==> config.mk <==
export PLATFORM = sky130hd
export DESIGN_NAME = flag_branch_unit_flat
export DESIGN_NICKNAME = d
export VERILOG_FILES = /design/src/rtl/flag_branch_unit_if.sv /design/src/rtl/flag_branch_unit.sv /design/src/flat_wrapper.sv
export SDC_FILE = /design/constraint.sdc
export NUM_CORES = 1
export LEC_CHECK = 0
export CAP_MARGIN = 15
export CORE_UTILIZATION = 42
export DETAILED_ROUTE_END_ITERATION = 10
export PLACE_DENSITY = 0.91
export SYNTH_ARGS = -nofsm -noshare
export SYNTH_HDL_FRONTEND = slang
export SYNTH_SLANG_ARGS = --single-unit
==> constraint.sdc <==
create_clock -name clk -period 3 [get_ports clk]
set_input_delay 0.6 -clock clk [delete_from_list [all_inputs] [get_ports clk]]
set_output_delay 0.6 -clock clk [all_outputs]
set_load 0.1 [all_outputs]
==> src/rtl/flag_branch_unit_if.sv <==
// Bundle between the EX stage / branch requester and flag_branch_unit.
// master = requester (drives ALU result and branch request), slave = the unit.
interface flag_branch_unit_if #(
    parameter int PC_W = 16
);
    logic            freeze;
    logic            alu_valid;
    logic [2:0]      alu_opcode;
    logic [2:0]      alu_flags;
    logic            br_valid;
    logic [2:0]      br_cond;
    logic [PC_W-1:0] br_target;
    logic [PC_W-1:0] br_pc_plus2;
    logic [2:0]      flags;
    logic            br_stall;
    logic            redirect;
    logic [PC_W-1:0] redirect_pc;
    logic            br_taken;
    logic            squash;

    modport master (
        output freeze, alu_valid, alu_opcode, alu_flags,
        output br_valid, br_cond, br_target, br_pc_plus2,
        input  flags, br_stall, redirect, redirect_pc, br_taken, squash
    );

    modport slave (
        input  freeze, alu_valid, alu_opcode, alu_flags,
        input  br_valid, br_cond, br_target, br_pc_plus2,
        output flags, br_stall, redirect, redirect_pc, br_taken, squash
    );
endinterface

==> src/rtl/flag_branch_unit.sv <==
// Architectural Z/V/N flag register plus conditional branch resolution with a registered redirect.
// Define FLAG_BYPASS_EN to forward same-cycle ALU flags into branch evaluation instead of stalling.
module flag_branch_unit #(
    parameter int PC_W = 16
) (
    input  logic               clk,
    input  logic               rst,
    flag_branch_unit_if.slave  bus
);

    localparam logic [2:0] OP_ADD    = 3'b000;
    localparam logic [2:0] OP_SUB    = 3'b001;
    localparam logic [2:0] OP_XOR    = 3'b010;
    localparam logic [2:0] OP_SLL    = 3'b100;
    localparam logic [2:0] OP_SRA    = 3'b101;
    localparam logic [2:0] OP_ROR    = 3'b110;

    // Which of {Z,V,N} an opcode is allowed to write.
    function automatic logic [2:0] flag_mask(input logic [2:0] op);
        case (op)
            OP_ADD, OP_SUB:                 flag_mask = 3'b111;
            OP_XOR, OP_SLL, OP_SRA, OP_ROR: flag_mask = 3'b100;
            default:                        flag_mask = 3'b000;
        endcase
    endfunction

    function automatic logic cond_eval(input logic [2:0] cond, input logic [2:0] f);
        logic z, v, n;
        z = f[2];
        v = f[1];
        n = f[0];
        case (cond)
            3'b000:  cond_eval = !z;
            3'b001:  cond_eval = z;
            3'b010:  cond_eval = !z && !n;
            3'b011:  cond_eval = n;
            3'b100:  cond_eval = z || !n;
            3'b101:  cond_eval = n || z;
            3'b110:  cond_eval = v;
            default: cond_eval = 1'b1;
        endcase
    endfunction

    logic [2:0]      flags_q;
    logic            redirect_p1;
    logic            taken_p1;
    logic [PC_W-1:0] redirect_pc_p1;
    logic            squash_p1;

    logic [2:0]      mask;
    logic [2:0]      merged_flags;
    logic [2:0]      eval_flags;
    logic            flag_wr;
    logic            stall;
    logic            accept;
    logic            cond_taken;

    always_comb begin
        mask         = flag_mask(bus.alu_opcode);
        flag_wr      = bus.alu_valid && !bus.freeze && !squash_p1 && (mask != 3'b000);
        merged_flags = (flags_q & ~mask) | (bus.alu_flags & mask);
`ifdef FLAG_BYPASS_EN
        eval_flags   = flag_wr ? merged_flags : flags_q;
        stall        = 1'b0;
`else
        // No forwarding: a branch meeting a flag write waits for the registered result.
        eval_flags   = flags_q;
        stall        = bus.br_valid && flag_wr;
`endif
        accept       = bus.br_valid && !bus.freeze && !squash_p1 && !stall;
        cond_taken   = cond_eval(bus.br_cond, eval_flags);
    end

    // Stage p1: registered flags, redirect and the one-slot squash behind a taken redirect.
    always_ff @(posedge clk) begin
        if (rst) begin
            flags_q        <= 3'b000;
            redirect_p1    <= 1'b0;
            taken_p1       <= 1'b0;
            redirect_pc_p1 <= '0;
            squash_p1      <= 1'b0;
        end else if (!bus.freeze) begin
            if (flag_wr) begin
                flags_q <= merged_flags;
            end
            redirect_p1 <= accept;
            squash_p1   <= redirect_p1 && taken_p1;
            if (accept) begin
                taken_p1       <= cond_taken;
                redirect_pc_p1 <= cond_taken ? bus.br_target : bus.br_pc_plus2;
            end
        end
    end

    assign bus.flags       = flags_q;
    assign bus.br_stall    = stall;
    assign bus.redirect    = redirect_p1;
    assign bus.br_taken    = taken_p1;
    assign bus.redirect_pc = redirect_pc_p1;
    assign bus.squash      = squash_p1;

endmodule

==> src/flat_wrapper.sv <==
// flat-port wrapper written by rule: the top's interface ports become plain ports
module flag_branch_unit_flat 
#(
    parameter int PC_W = 16
)
  (clk, rst, bus_freeze, bus_alu_valid, bus_alu_opcode, bus_alu_flags, bus_br_valid, bus_br_cond, bus_br_target, bus_br_pc_plus2, bus_flags, bus_br_stall, bus_redirect, bus_redirect_pc, bus_br_taken, bus_squash);
  flag_branch_unit_if #(.PC_W(PC_W)) bus_i ();
  input  logic clk;
  input  logic rst;
  input wire logic [$bits(bus_i.freeze)-1:0] bus_freeze;
  input wire logic [$bits(bus_i.alu_valid)-1:0] bus_alu_valid;
  input wire logic [$bits(bus_i.alu_opcode)-1:0] bus_alu_opcode;
  input wire logic [$bits(bus_i.alu_flags)-1:0] bus_alu_flags;
  input wire logic [$bits(bus_i.br_valid)-1:0] bus_br_valid;
  input wire logic [$bits(bus_i.br_cond)-1:0] bus_br_cond;
  input wire logic [$bits(bus_i.br_target)-1:0] bus_br_target;
  input wire logic [$bits(bus_i.br_pc_plus2)-1:0] bus_br_pc_plus2;
  output wire logic [$bits(bus_i.flags)-1:0] bus_flags;
  output wire logic [$bits(bus_i.br_stall)-1:0] bus_br_stall;
  output wire logic [$bits(bus_i.redirect)-1:0] bus_redirect;
  output wire logic [$bits(bus_i.redirect_pc)-1:0] bus_redirect_pc;
  output wire logic [$bits(bus_i.br_taken)-1:0] bus_br_taken;
  output wire logic [$bits(bus_i.squash)-1:0] bus_squash;
  assign bus_i.freeze = bus_freeze;
  assign bus_i.alu_valid = bus_alu_valid;
  assign bus_i.alu_opcode = bus_alu_opcode;
  assign bus_i.alu_flags = bus_alu_flags;
  assign bus_i.br_valid = bus_br_valid;
  assign bus_i.br_cond = bus_br_cond;
  assign bus_i.br_target = bus_br_target;
  assign bus_i.br_pc_plus2 = bus_br_pc_plus2;
  assign bus_flags = bus_i.flags;
  assign bus_br_stall = bus_i.br_stall;
  assign bus_redirect = bus_i.redirect;
  assign bus_redirect_pc = bus_i.redirect_pc;
  assign bus_br_taken = bus_i.br_taken;
  assign bus_squash = bus_i.squash;
  flag_branch_unit #(.PC_W(PC_W)) u_core (.clk(clk), .rst(rst), .bus(bus_i));
endmodule
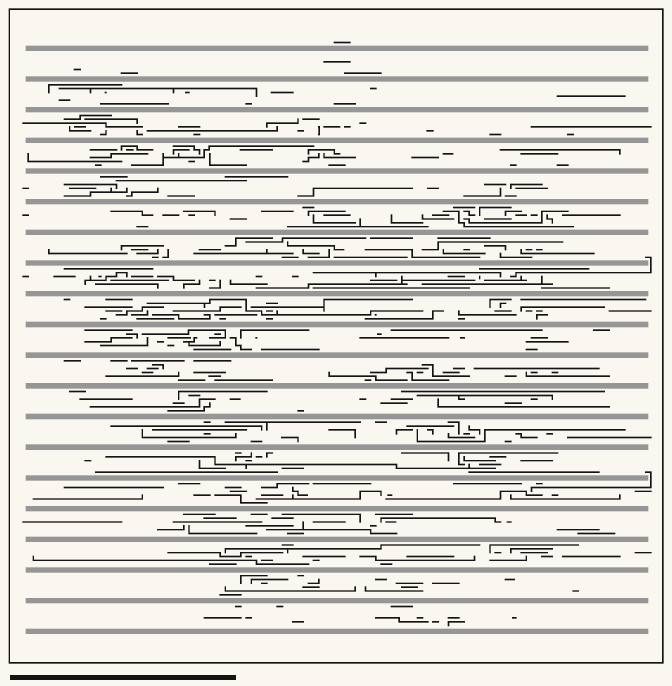
(met1 routing)
Bar = 20 µm. Supply wires on this layer in gray.
wire length on this layer: 1,510 µm
nets with wire on the layer: 197
vias: 1,363
met1 Usage GRT: 28.0%
final WL: 3720 µm

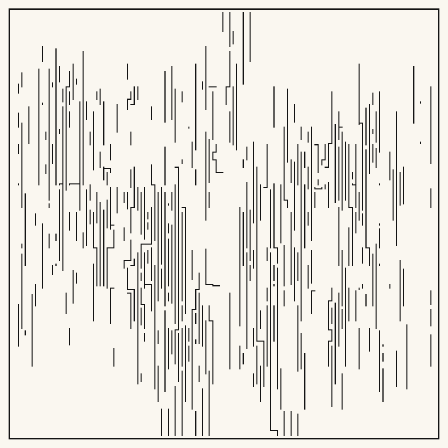
(metal 2)
share of all routed wire: 47%
wire length on this layer: 1,770 µm
met2 GRT Util: 38.5%

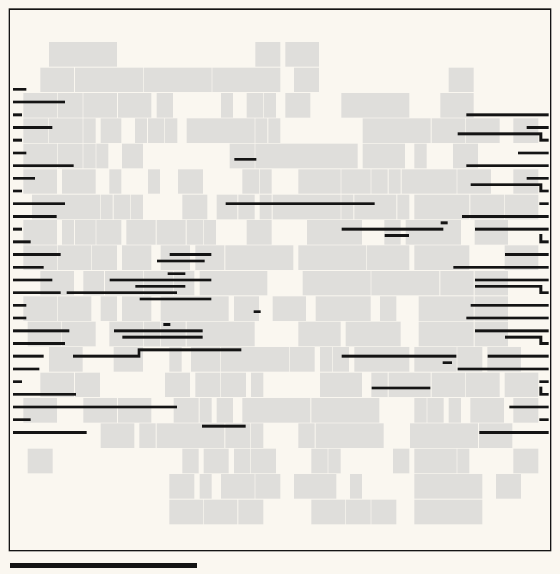
(M3 wires)
Bar = 20 µm. Cells faint in the background.
main direction: horizontal
wire length on this layer: 388 µm
longest straight run: 17.2 µm
met3 Usage GRT: 4.69%

==> flow_summary_export.csv <==
group,metric,value,unit
outcome,status,"finished with violations",
outcome,violations,"design-rule violations",
power,power_density,438,nW/µm²
critical_path,worstSetupPathType,"primary input to flop",
logic_synthesis,synth_nets,181,
clock_network,clock-root-buffer,"clkbuf_4",
logic_synthesis,postSynthAreaPerCell,9.69,µm²
layout,insertedDiodeCount,0,
critical_path,reg2reg_depth,5,
floorplanning,rows,19,
timing,fin_skew,0.00738,ns
placement,dp_hpwl,2820,µm
clock_network,clk_path_buf_depth,2,
layout,mi_logic_area,754,µm²
grt,grt_pass1_vias,1256,
grt,grt_pass1_wl,5780,µm
layout,lay_top_cells,"45 x clkdlybuf4s50_1, 26 x buf_4, 24 x nor2_1, 22 x dfxtp_1",
drt,vias_per_cell,5.90,
placement,routabilityCongestion,0.806,
power,clockPowerShare,26.1,%
timing,tns,0,ns
logic_synthesis,yosysChipArea,1310,µm²
timing,drv_slew,0,
power,seqPwrFrac,37.3,%
logic_synthesis,synth.distinct_cells,30,
critical_path,rr_endpoint,"u_core.bus.redirect_pc[12]$_SDFFE_PP0P_",
clock_network,cts_buffers,3,
placement,portBuffers,68,
grt,grt_max_degree,23,
layout,fill_cells,231,
floorplanning,ios,69,
logic_synthesis,yosys_register_bits,22,
critical_path,r2r_setup_slack,0.88,ns
critical_path,critPathCaptureType,"flop",
worst_hold_path,holdCritPathClass,"flop to flop",
clock_network,cts.sinks,22,
drt,drc,6,
timing,rsz0062_at_grt,"no",
clock_network,cts_htree_levels,1,
clock_network,ctsResizeCount,0,
floorplanning,fp_util,45.8,%
clock_network,insertion_delay,0.31,ns
critical_path,critical_path.endpoint,"u_core.bus.redirect_pc[12]$_SDFFE_PP0P_",
clock_network,path_clk_slew,0.11,ns
power,peakVddDrop,0.276,mV
power,comb_power_share,36.6,%
critical_path,crit_chain,"clkdlybuf4s50_1 > maj3_2 > or3b_1 > nand2_8 > o21ai_0 > a211oi_1",
timing,tightest_slew,0.873,ns
layout,layout_top_cell,"clkdlybuf4s50_1",
layout,area_delta_synth_final,49.3,%
layout,final_nets,247,
timing,fin_crit_sh,84.5,%
timing,setup-violations-final,0,
floorplanning,die_h,57.8,µm
power,p_int,0.553,mW
timing,timing_hold_violations_final,0,
critical_path,required,3.22,ns
layout,seq_area,440,µm²
worst_hold_path,holdCritStartpoint,"u_core.bus.br_taken$_SDFFE_PP0P_",
job,warning_count,26,
critical_path,slowest_delay,0.72,ns
critical_path,crit_path_max_fanout,17,
layout,final_cells,231,
clock_network,cts_tree,"built",
grt,grt_overflow,0,
logic_synthesis,synth_stat.cells,135,
critical_path,crit_start,"bus_br_cond[2]",
critical_path,cp.arrival,2.75,ns
drt,firstDrtPassIters,7,
logic_synthesis,synth_area,1310,µm²
timing,timing.hold.ws,0.497,ns
power,p_sw_share,35.4,%
-- final cells by class --
cell class                      count  area share [%]
Tap cell                           31            1.99
Multi-Input combinational cell    102            38.7
Timing Repair Buffer               72            34.1
Clock buffer                        3            1.15
Sequential cell                    22            22.6
Clock inverter                      1            1.54
-- cell families (layout without fill, tap and decap cells) --
family | after synthesis | after routing | share of synthesized area [%]
DFF | 22 | 22 | 33.7
buffers and inverters | 11 | 76 | 8.61
AOI/OAI and AO/OA | 55 | 55 | 38.9
adders and majority gates | 1 | 1 | 0.861
and+or+nand+nor | 44 | 44 | 16.4
muxes | 2 | 2 | 1.53
-- power groups by stage --
stage / combinational (mW) / sequential, mW / clock (mW)
floorplan: 0.101 / 0.438 / 0
global placement: 0.306 / 0.324 / 0
detailed placement: 0.312 / 0.326 / 0
CTS: 0.313 / 0.319 / 0.228
global route: 0.327 / 0.321 / 0.244
finish: 0.313 / 0.319 / 0.223
-- per-stage QoR --
stage	total power [mW]	cell area, µm²	setup slack, ns
floorplan	0.539	1310	0.0573
global placement	0.630	1900	0.318
detailed placement	0.638	1900	0.146
CTS	0.861	1950	0.489
global route	0.892	1950	0.379
finish	0.855	1950	0.466
-- synthesized netlist by cell type, drive strengths merged --
cell type | instances | area [µm²]
a211oi | 16 | 170
a21oi | 4 | 20.0
a31o | 1 | 8.76
a31oi | 1 | 6.26
a41oi | 16 | 215
and2 | 1 | 6.26
and3 | 1 | 6.26
buf | 10 | 104
dfxtp | 22 | 440
dlygate4sd1 | 1 | 8.76
maj3 | 1 | 11.3
mux2i | 2 | 20.0
nand2 | 9 | 50.1
nand2b | 1 | 6.26
nand3 | 2 | 10.0
nand3b | 1 | 7.51
nor2 | 24 | 90.1
nor2b | 1 | 6.26
nor3b | 1 | 7.51
o21ai | 17 | 88.8
or3 | 1 | 6.26
or3b | 2 | 17.5
-- critical path: cells and delay by family --
kind / cells / cell delay [ns]
buffers and inverters: 1 / 0.48
AOI/OAI and AO/OA: 2 / 0.35
adders and majority gates: 1 / 0.32
and+or+nand+nor: 2 / 1.00
-- how the worst min path moves through the flow --
stage / cells past startpoint / to / slack, ns
after detailed placement: 2 / u_core.bus.br_taken$_SDFFE_PP0P_ / 0.48
after global routing: 2 / u_core.bus.br_taken$_SDFFE_PP0P_ / 0.53
after global placement: 2 / u_core.bus.br_taken$_SDFFE_PP0P_ / 0.47
final: 2 / u_core.bus.br_taken$_SDFFE_PP0P_ / 0.50
after floorplan: 1 / u_core.bus.redirect_pc[12]$_SDFFE_PP0P_ / 0.67
after CTS: 2 / u_core.bus.br_taken$_SDFFE_PP0P_ / 0.49
-- per-layer routing --
metal	global-route usage [%]	wire length (µm)	up-vias
li1	-	-	646
met1	28.0	1510	618
met2	38.5	1770	89
met3	4.69	388	10
met4	7.48	58	0
met5	0	0	-
No activity file was given, so power comes from the tool's default toggle rates.
